==> config.mk <==
export PLATFORM = sky130hd
export DESIGN_NAME = serial_adder_flat
export DESIGN_NICKNAME = d
export VERILOG_FILES = /design/src/rtl/serial_adder_if.sv /design/src/rtl/serial_adder.sv /design/src/flat_wrapper.sv
export SDC_FILE = /design/constraint.sdc
export NUM_CORES = 1
export LEC_CHECK = 0
export CORE_MARGIN = 3
export CORE_UTILIZATION = 35
export CTS_CLUSTER_DIAMETER = 120
export DETAILED_ROUTE_END_ITERATION = 10
export SLEW_MARGIN = 20
export SYNTH_ARGS = -nofsm -noshare
export SYNTH_HDL_FRONTEND = slang
export SYNTH_SLANG_ARGS = --single-unit
==> constraint.sdc <==
create_clock -name clk -period 1.8 [get_ports clk]
set_input_delay 0.27 -clock clk [delete_from_list [all_inputs] [get_ports clk]]
set_output_delay 0.27 -clock clk [all_outputs]
set_load 0.005 [all_outputs]
==> src/rtl/serial_adder_if.sv <==
// Start/busy/done handshake plus operand and result buses for serial_adder.
interface serial_adder_if #(
  parameter int WIDTH = 4
);
  logic             start;
  logic             sub;
  logic [WIDTH-1:0] a;
  logic [WIDTH-1:0] b;
  logic             busy;
  logic             done;
  logic [WIDTH-1:0] sum;
  logic             carry_out;
  logic             overflow;

  modport master (output start, sub, a, b,
                  input  busy, done, sum, carry_out, overflow);
  modport slave  (input  start, sub, a, b,
                  output busy, done, sum, carry_out, overflow);
endinterface

==> src/rtl/serial_adder.sv <==
// Bit-serial adder/subtractor: one full-adder cell and a carry flop, LSB first,
// WIDTH cycles per operation with a start/busy/done handshake.
module serial_adder #(
  parameter int WIDTH = 4,
  parameter int CNT_W = $clog2(WIDTH) + 1
) (
  input logic           clk,
  input logic           rst_n,
  serial_adder_if.slave bus
);

  typedef enum logic [1:0] {
    S_IDLE,
    S_RUN,
    S_DONE
  } state_t;

  state_t           r_state;
  state_t           w_state_next;
  logic [WIDTH-1:0] r_a_sh;
  logic [WIDTH-1:0] r_b_sh;
  logic [WIDTH-1:0] r_r_sh;
  logic [WIDTH-1:0] r_sum;
  logic             r_c;
  logic             r_carry_out;
  logic             r_overflow;
  logic [CNT_W-1:0] r_cnt;
  logic             w_s;
  logic             w_c_next;
  logic             w_last;

  assign w_s      = r_a_sh[0] ^ r_b_sh[0] ^ r_c;
  assign w_c_next = (r_a_sh[0] & r_b_sh[0]) | (r_a_sh[0] & r_c) | (r_b_sh[0] & r_c);
  assign w_last   = (r_cnt == CNT_W'(WIDTH - 1));

  // NOTE: sequential state uses non-blocking assignments so every flop samples
  // pre-edge values; blocking here would chain the shift stages in one cycle.
  always_ff @(posedge clk) begin
    if (!rst_n) r_state <= S_IDLE;
    else        r_state <= w_state_next;
  end

  always_comb begin
    w_state_next = r_state;
    bus.busy     = 1'b0;
    bus.done     = 1'b0;
    case (r_state)
      S_IDLE: if (bus.start) w_state_next = S_RUN;
      S_RUN: begin
        bus.busy = 1'b1;
        if (w_last) w_state_next = S_DONE;
      end
      S_DONE: begin
        bus.done     = 1'b1;
        w_state_next = S_IDLE;
      end
      default: w_state_next = S_IDLE;
    endcase
  end

  // NOTE: the datapath registers are reset too, because a mid-operation reset
  // must force sum/carry_out/overflow visibly back to zero.
  always_ff @(posedge clk) begin
    if (!rst_n) begin
      r_a_sh      <= '0;
      r_b_sh      <= '0;
      r_r_sh      <= '0;
      r_sum       <= '0;
      r_c         <= 1'b0;
      r_carry_out <= 1'b0;
      r_overflow  <= 1'b0;
      r_cnt       <= '0;
    end else begin
      case (r_state)
        S_IDLE: begin
          if (bus.start) begin
            // Subtraction is A + ~B + 1: invert B here, carry-in comes from sub.
            r_a_sh <= bus.a;
            r_b_sh <= bus.sub ? ~bus.b : bus.b;
            r_c    <= bus.sub;
            r_cnt  <= '0;
          end
        end
        S_RUN: begin
          r_c    <= w_c_next;
          r_r_sh <= {w_s, r_r_sh[WIDTH-1:1]};
          r_a_sh <= r_a_sh >> 1;
          r_b_sh <= r_b_sh >> 1;
          r_cnt  <= r_cnt + CNT_W'(1);
          if (w_last) begin
            // On the MSB cycle r_c is the carry into the MSB.
            r_sum       <= {w_s, r_r_sh[WIDTH-1:1]};
            r_carry_out <= w_c_next;
            r_overflow  <= w_c_next ^ r_c;
          end
        end
        default: ;
      endcase
    end
  end

  assign bus.sum       = r_sum;
  assign bus.carry_out = r_carry_out;
  assign bus.overflow  = r_overflow;

endmodule

==> src/flat_wrapper.sv <==
// flat-port wrapper written by rule: the top's interface ports become plain ports
module serial_adder_flat 
#(
  parameter int WIDTH = 4,
  parameter int CNT_W = $clog2(WIDTH) + 1
)
  (clk, rst_n, bus_start, bus_sub, bus_a, bus_b, bus_busy, bus_done, bus_sum, bus_carry_out, bus_overflow);
  serial_adder_if #(.WIDTH(WIDTH)) bus_i ();
  input logic clk;
  input logic rst_n;
  input wire logic [$bits(bus_i.start)-1:0] bus_start;
  input wire logic [$bits(bus_i.sub)-1:0] bus_sub;
  input wire logic [$bits(bus_i.a)-1:0] bus_a;
  input wire logic [$bits(bus_i.b)-1:0] bus_b;
  output wire logic [$bits(bus_i.busy)-1:0] bus_busy;
  output wire logic [$bits(bus_i.done)-1:0] bus_done;
  output wire logic [$bits(bus_i.sum)-1:0] bus_sum;
  output wire logic [$bits(bus_i.carry_out)-1:0] bus_carry_out;
  output wire logic [$bits(bus_i.overflow)-1:0] bus_overflow;
  assign bus_i.start = bus_start;
  assign bus_i.sub = bus_sub;
  assign bus_i.a = bus_a;
  assign bus_i.b = bus_b;
  assign bus_busy = bus_i.busy;
  assign bus_done = bus_i.done;
  assign bus_sum = bus_i.sum;
  assign bus_carry_out = bus_i.carry_out;
  assign bus_overflow = bus_i.overflow;
  serial_adder #(.WIDTH(WIDTH), .CNT_W(CNT_W)) u_core (.clk(clk), .rst_n(rst_n), .bus(bus_i));
endmodule
Run 1, cells by drive strength:
(6 px per um)
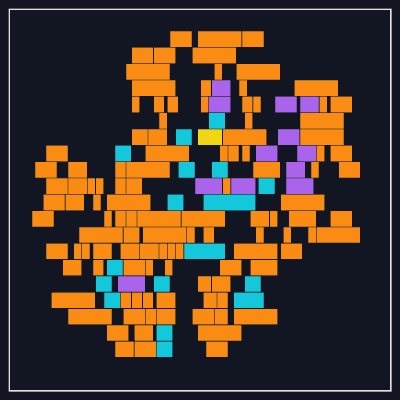
x1 and smaller: drawn in orange, cells 113. x3 and x4: drawn in cyan, cells 17. x6 and larger: drawn in yellow, cells 1. x2: drawn in purple, cells 12.
design area: 0.00142 mm2
Area Overhead vs Synth: 23.6%

Run 1, register map, names as in the netlist:
(6 px per um) Other sequential cells in the stronger gray, the rest of the logic in the fainter gray.
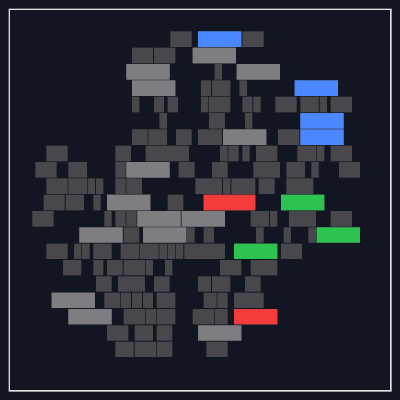
u_core.r_cnt: drawn in green, placed flops 3. u_core.bus.sum: drawn in blue, placed flops 4, where north-east. u_core.r_state: drawn in red, placed flops 2.
Final Util: 45.8%
sequential share of cell area: 32.6%
register area: 464 um2
seq pwr: 0.000549 W

==> flow_summary.yaml, run 1 <==
# physical design summary
finish:
  lay_top_count: "dfxtp_1"
  clock_area_share_pct: 1.85
  clock_buffers: 4
worst_setup_path:
  critPathTopFamily: "buffers and inverters"
  worst-path-max-fanout: 8
  cpPeakStageDelay_ns: 0.49
sta:
  whs_ns: 0.472
  finalHoldViolCount: 0
synthesis:
  ys_sh_mux_pct: 2.61
  synth_top_cell_by_count: "dfxtp_1"
  ys_top_logic_family: "AND-OR/OR-AND gates"
  ys_cells: 117
  ys_chip_area_mm2: 0.00115
  area_leaders: "dfxtp_1 40%, nand2_1 4.6%, xor2_1 3.8%, a21oi_1 3.5%, buf_12 3.5%"
  synth_nets: 132
  edf_count: 0
  synth_area_mm2: 0.00115
  synth-async-reset-ratio_pct: 0
place:
  dp.cells: 176
  dpl-instance-area_mm2: 0.00133
  port_buffers: 19
die:
  io_pins: 20
  taps: 44
outcome:
  outcome: "complete, no violations"
drt:
  drt_iter0_markers: 38
  firstDrtPassIters: 4
global_routing:
  grt_overflow: 0
power_and_ir_drop:
  switching_power_w: 0.000236
  leakage_nw: 0.539
  pwr-share-clk_pct: 25.0
cts:
  path_clk_slew_ns: 0.12
  cts_tree: "done"
Run 1, metal 3:
(4 px per um) Cells faint in the background.
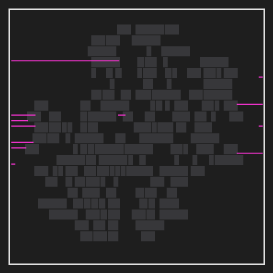
The layer holds 2.9% of the routed length. The wires run mostly horizontal. 11 nets have wire on it. The layer carries 66.9 um of wire. The longest straight run is 26.7 um.
vias: 895
final wirelength: 2.32 mm
met3 Use GR: 2.67%

run 1: worst paths after layout:
kind / from / to / cells after the start / slack (ns)
worst max register to register: u_core.r_cnt[0]$_SDFFE_PN0P_ / u_core.bus.carry_out$_SDFFE_PN0P_ / 5 / 0.47
worst min-delay path: u_core.bus.sum[1]$_SDFFE_PN0P_ / u_core.bus.sum[1]$_SDFFE_PN0P_ / 2 / 0.47
worst max-delay path: u_core.r_state[1]$_SDFFE_PN0P_ / bus_busy / 3 / 0.07
worst min register to register: u_core.bus.sum[1]$_SDFFE_PN0P_ / u_core.bus.sum[1]$_SDFFE_PN0P_ / 2 / 0.47
run 1: metal layers:
metal  global-route usage [%]  vias up  wire length [um]
li1                         -      461                 -
met1                     15.0      421              1070
met2                     21.4       11              1180
met3                     2.67        2                66
met4                     2.43        0                13
met5                        0        -                 0
Run 1, placed standard cells:
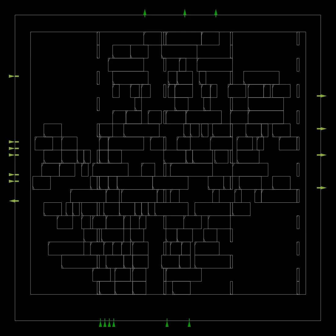

==> run 2: changes to the inputs <==
- CORE_MARGIN: 3 -> 5
Run 2, placed standard cells:
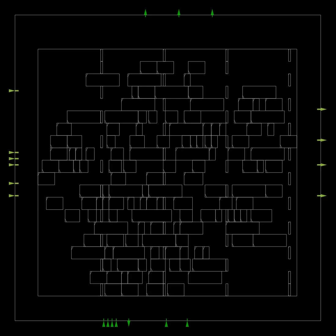
Final Non-Filler Cells: 183
Site Rows: 20
Final Util: 44.6%

==> run 2 against run 1 <==
Compared with the run above:
- synthesized area unchanged
- first-iteration DRC count shrank 11%
- sequential power barely moved
- sequential share of layout area rose by 0.91 points
- clock power barely moved
- largest cell class unchanged
- largest power group unchanged
==> flow_summary.yaml, run 2 <==
# physical design summary
worst_setup_path:
  crit_path_start: "u_core.r_state[0]$_SDFFE_PN0P_"
  r2r_start: "u_core.r_cnt[0]$_SDFFE_PN0P_"
  worst-path-max-fanout: 8
  crit_path_end: "bus_done"
  worst_r2r_path_depth: 5
  ff2ff_setup_slack_ns: 0.49
  worstReg2RegEnd: "u_core.bus.carry_out$_SDFFE_PN0P_"
  cpPeakStageDelay_ns: 0.50
synthesis:
  ys_sh_mux_pct: 2.61
  synth_area_mm2: 0.00115
  edf_count: 0
  synth_top_cell_by_count: "dfxtp_1"
  area_leaders: "dfxtp_1 40%, nand2_1 4.6%, xor2_1 3.8%, a21oi_1 3.5%, buf_12 3.5%"
  synth-async-reset-ratio_pct: 0
  ys_chip_area_mm2: 0.00115
  ys_top_logic_family: "AND-OR/OR-AND gates"
  ys_cells: 117
finish:
  area_growth_syn_to_layout_pct: 20.2
  seq_area_um2: 464
  lay_top_count: "dfxtp_1"
sta:
  whs_ns: 0.470
drt:
  firstDrtPassIters: 4
  drt_iter0_markers: 34
  finalWirelength_mm: 2.28
outcome:
  outcome: "complete, no violations"
place:
  port_buffers: 19
  dpl-instance-area_mm2: 0.00133
worst_hold_path:
  hp-start: "u_core.r_r_sh[1]$_SDFFE_PN0P_"
  min_path_cells: 2
cts:
  path_clk_slew_ns: 0.12
  cts_tree: "done"
Run 2, cells colored by class:
(8 px per um)
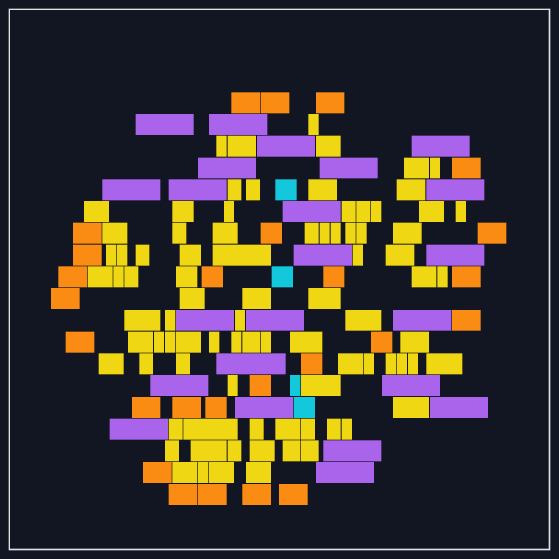
remaining logic cells: drawn in yellow, cells 86, share of their area 45%. clock drivers and dummy loads: drawn in cyan, cells 4, share of their area 2.0%. registers: drawn in purple, cells 23, share of their area 35%. remaining buffers and delay cells: drawn in orange, cells 26, share of their area 18%.

==> run 2: where the power goes <==
group | internal (W) | leakage, nW | switching, W
combinational | 0.0000733 | 0.302 | 0.0000720
clock | 0.0000863 | 0.0150 | 0.000145
sequential | 0.000530 | 0.189 | 0.0000186
==> run 2: routing by layer <==
metal / vias up / routed length [um] / global-route usage [%]
li1: 454 / - / -
met1: 425 / 1020 / 13.6
met2: 18 / 1120 / 20.7
met3: 2 / 115 / 3.16
met4: 0 / 17 / 5.57
met5: - / 0 / 0
==> run 2: final cells by class <==
class / instances / share of cell area [%]
clock buffer: 4 / 1.90
inverter: 7 / 2.44
multi-input combinational: 79 / 40.6
sequential: 23 / 33.5
tap: 44 / 3.98
timing repair buffer: 26 / 17.5
Power is estimated from default activity; no workload was simulated.
